$ cat config.mk
export PLATFORM = sky130hd
export DESIGN_NAME = sel_enc_regfile
export DESIGN_NICKNAME = d
export VERILOG_FILES = /design/src/rtl/sel_enc_regfile_pkg.sv /design/src/rtl/sel_enc_decode.sv /design/src/rtl/sel_enc_regfile.sv
export SDC_FILE = /design/constraint.sdc
export NUM_CORES = 1
export LEC_CHECK = 0
export CORE_AREA = 2 2 243 245
export CTS_BUF_LIST = sky130_fd_sc_hd__clkbuf_4 sky130_fd_sc_hd__clkbuf_8
export CTS_CLUSTER_SIZE = 28
export DETAILED_ROUTE_END_ITERATION = 16
export DIE_AREA = 0 0 245 247
export PLACE_DENSITY = 0.71
export SETUP_SLACK_MARGIN = 0.5
export SLEW_MARGIN = 20
export SYNTH_ARGS = -nofsm -noshare
export SYNTH_HDL_FRONTEND = slang
export SYNTH_SLANG_ARGS = --single-unit
$ cat constraint.sdc
create_clock -name clk -period 3.9 [get_ports clk]
set_input_delay 0.585 -clock clk [delete_from_list [all_inputs] [get_ports clk]]
set_output_delay 0.585 -clock clk [all_outputs]
set_load 0.01 [all_outputs]
$ cat src/rtl/sel_enc_regfile_pkg.sv
// rtl/sel_enc_regfile_pkg.sv - shared widths and IR register-field positions for sel_enc_regfile
package sel_enc_regfile_pkg;

    localparam int DATA_W = 32;
    localparam int NREG   = 16;
    localparam int C_W    = 19;

    localparam int RA_MSB = 26;
    localparam int RA_LSB = 23;
    localparam int RB_MSB = 22;
    localparam int RB_LSB = 19;
    localparam int RC_MSB = 18;
    localparam int RC_LSB = 15;

endpackage

$ cat src/rtl/sel_enc_decode.sv
// rtl/sel_enc_decode.sv - G-gated register index decode, one-hot drive selects and C sign extension
module sel_enc_decode
    import sel_enc_regfile_pkg::*;
(
    input  logic [31:0]       ir,
    input  logic              gra,
    input  logic              grb,
    input  logic              grc,
    input  logic              rout,
    input  logic              baout,
    output logic [3:0]        idx,
    output logic [NREG-1:0]   dec,
    output logic [NREG-1:0]   r_out_sel,
    output logic [DATA_W-1:0] c_sign
);

    // Opcode bits are not part of register selection.
    logic unused_ir;
    assign unused_ir = ^ir[31:27];

    always_comb begin
        // With no G line asserted idx falls to 0 and selects R0 by design.
        idx = (ir[RA_MSB:RA_LSB] & {4{gra}})
            | (ir[RB_MSB:RB_LSB] & {4{grb}})
            | (ir[RC_MSB:RC_LSB] & {4{grc}});
        dec      = '0;
        dec[idx] = 1'b1;
        r_out_sel = dec & {NREG{rout | baout}};
        c_sign    = {{(DATA_W-C_W){ir[C_W-1]}}, ir[C_W-1:0]};
    end

endmodule

$ cat src/rtl/sel_enc_regfile.sv
// rtl/sel_enc_regfile.sv - GPR file R0..R15 with bus load, drive selects and sel_err (SEL_ENC_CONFLICT_CHECK_EN)
module sel_enc_regfile
    import sel_enc_regfile_pkg::*;
(
    input  logic                   clk,
    input  logic                   clr,
    input  logic [DATA_W-1:0]      bus_in,
    input  logic [31:0]            ir,
    input  logic                   gra,
    input  logic                   grb,
    input  logic                   grc,
    input  logic                   rin,
    input  logic                   rout,
    input  logic                   baout,
    output logic [NREG*DATA_W-1:0] reg_q,
    output logic [NREG-1:0]        r_out_sel,
    output logic [DATA_W-1:0]      c_sign,
    output logic                   sel_err
);

    logic [3:0]        idx;
    logic [NREG-1:0]   dec;
    logic [DATA_W-1:0] regs [NREG];

    sel_enc_decode u_decode (
        .ir        (ir),
        .gra       (gra),
        .grb       (grb),
        .grc       (grc),
        .rout      (rout),
        .baout     (baout),
        .idx       (idx),
        .dec       (dec),
        .r_out_sel (r_out_sel),
        .c_sign    (c_sign)
    );

    always_ff @(posedge clk) begin
        if (clr) begin
            for (int i = 0; i < NREG; i++) begin
                regs[i] <= '0;
            end
        end else if (rin) begin
            regs[idx] <= bus_in;
        end
    end

    // BAout masks only the visible R0 slice; the stored R0 is untouched.
    always_comb begin
        reg_q = '0;
        for (int i = 0; i < NREG; i++) begin
            reg_q[i*DATA_W +: DATA_W] = regs[i];
        end
        if (baout && dec[0]) begin
            reg_q[DATA_W-1:0] = '0;
        end
    end

`ifdef SEL_ENC_CONFLICT_CHECK_EN
    logic sel_err_q;
    logic multi_g;

    assign multi_g = (gra & grb) | (gra & grc) | (grb & grc);

    always_ff @(posedge clk) begin
        if (clr) begin
            sel_err_q <= 1'b0;
        end else if (((rin | rout | baout) & multi_g) | (rout & baout)) begin
            sel_err_q <= 1'b1;
        end
    end

    assign sel_err = sel_err_q;
`else
    assign sel_err = 1'b0;
`endif

endmodule

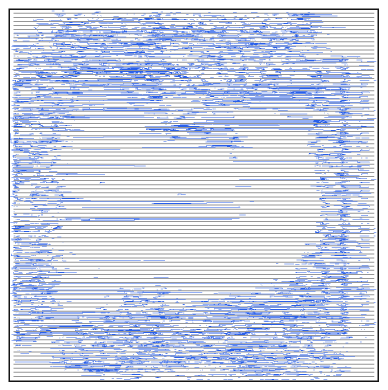
(signal wires on met1)
Scale: 1.5 px per um. Supply wires on this layer in grey.
The longest straight run is 149 um. The layer carries 24.8 mm of wire. The layer holds 37% of the routed length. 1,798 nets have wire on it. The wires run mostly horizontal.

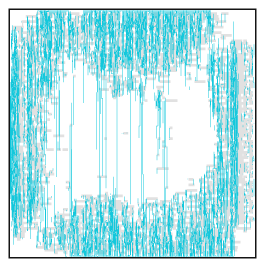
(the metal 2 layer)
Scale: 1 px per um. Cells faint in the background.
The layer carries 32.9 mm of wire. The longest straight run is 140 um. The wires run mostly vertical. 1,770 nets have wire on it. The layer holds 49% of the routed length.
via count: 13,642
drt total wl: 67,200 um
global-route met2 utilization: 35.3%

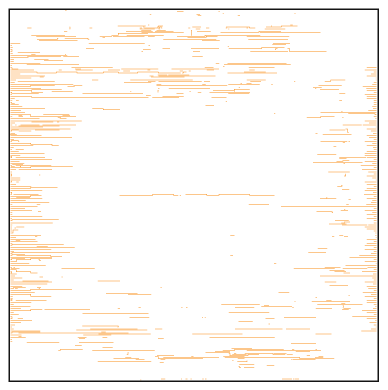
(the metal 3 layer)
Scale: 1.5 px per um.
The layer holds 10% of the routed length. The wires run mostly horizontal.

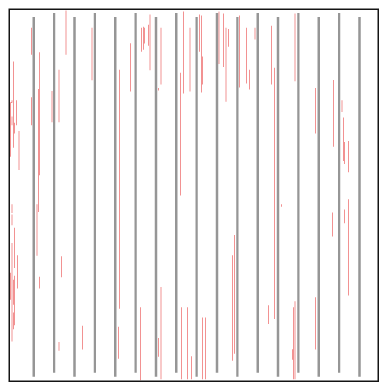
(signal wires on met4)
Scale: 1.5 px per um. Supply wires on this layer in grey.
The longest straight run is 167 um. 69 nets have wire on it. The layer carries 2,700 um of wire. The wires run mostly vertical.

==> results.py <==
# Physical implementation metrics
metrics = {
    "floorplanning": {
        "ioPinCount": 633,
        "die_h_um": 247,
    },
    "setup_path": {
        "crit_required_ns": 3.31,
        "crit_slowest_cell": "a222oi_1",
        "arrival_ns": 2.78,
        "crit_chain": "clkdlybuf4s50_1 > a222oi_1 > bufbuf_16 > and3_4 > buf_12 > buf_4 > a21boi_1 > dlygate4sd2_1",
        "crit_buf_inv": 5,
        "crit_type": "in -> out",
    },
    "final_layout": {
        "fillers": 4970,
        "final_cell_mix": "clkdlybuf4s50_1 (542), nor2_1 (528), edfxtp_1 (512), clkbuf_8 (86), buf_4 (50)",
        "layout_top_cell": "clkdlybuf4s50_1",
        "drive_gt1_share_pct": 13.4,
        "design_area_um2": 27900,
    },
    "synthesis": {
        "flop_cell": "edfxtp_1",
        "top_cell": "nor2_1",
        "async_flop_share_pct": 0,
        "synth_seq_share_pct": 81.2,
        "largest_area_cell": "edfxtp_1",
        "ys_sh_xor_pct": 0,
        "ys_area_um2": 18900,
        "mux_share_pct": 0,
        "fp_nets": 1369,
        "syn_inst": 1297,
        "synthesis.area_um2": 18900,
    },
    "power_and_ir_drop": {
        "internal_power_mw": 9.96,
        "seqPwrFrac_pct": 49.5,
        "p_per_area_nw_per_um2": 473,
    },
    "drt": {
        "wire_per_inst_um": 24.2,
        "drtIter0Drc": 1274,
    },
    "placed_design": {
        "numPortBuffers": 596,
        "dp_hpwl_um": 44600,
        "dpl_worst_slack_ns": -0.128,
    },
    "sta": {
        "tns_ns": 0,
    },
    "global_routing": {
        "antenna_found_initial": 2,
    },
    "cts": {
        "cts_tree": "yes",
    },
    "min_path": {
        "min_to": "regs[3][1]",
    },
    "run_status": {
        "status": "completed",
    },
}
## power by group through the flow
stage          clock network [mW]  logic (mW)  registers, mW
3_5_place_dp                    0        1.72           6.65
2_1_floorplan                   0       0.383           6.83
6_report                     4.90        1.75           6.53
3_3_place_gp                    0        1.71           6.64
4_1_cts                      4.97        1.76           6.54
5_1_grt                      5.20        1.82           6.57
## stage by stage
step | utilization (%) | std cells | hold slack [ns]
2_1_floorplan | - | 1297 | 0.935
5_1_grt | 47.9 | 2776 | 0.781
3_3_place_gp | 44.7 | 2604 | 1.17
6_report | 47.9 | 2777 | 0.815
4_1_cts | 47.9 | 2776 | 0.722
3_5_place_dp | 44.7 | 2604 | 1.17
## layer usage
metal | GRT usage [%] | wire, um | vias to the layer above
met3 | 6.09 | 6820 | 178
met1 | 26.1 | 24800 | 6738
met2 | 35.3 | 32900 | 919
li1 | - | - | 5805
met5 | 0 | 8 | -
met4 | 10.7 | 2700 | 2
## worst max-delay path by stage
stage                 end  slack [ns]  cells past startpoint
4_1_cts          reg_q[5]        0.49                      8
5_1_grt         reg_q[22]        0.50                      8
6_report        reg_q[22]        0.53                      8
2_1_floorplan  regs[1][0]        0.36                      5
3_3_place_gp     reg_q[5]       -0.10                      7
3_5_place_dp     reg_q[5]       -0.13                      7
## area by class of cell
| type | instances | area share (%) |
|---|---|---|
| sequential | 512 | 55.1 |
| timing repair buffer | 670 | 24.0 |
| multi-input combinational | 666 | 11.1 |
| clock buffer | 106 | 4.78 |
| tap | 773 | 3.47 |
| clock inverter | 46 | 1.51 |
| inverter | 3 | 0.0404 |
| antenna | 1 | 0.00897 |
## what timing repair did
| item | CTS | global route |
|---|---|---|
| pin swaps | 6 | 1 |
| buffers inserted | 18 | 0 |
| resized | 203 | 1 |
| cloned | 2 | 0 |
| endpoints found under the setup margin | 48 | 2 |
Power is estimated from default activity; no workload was simulated.
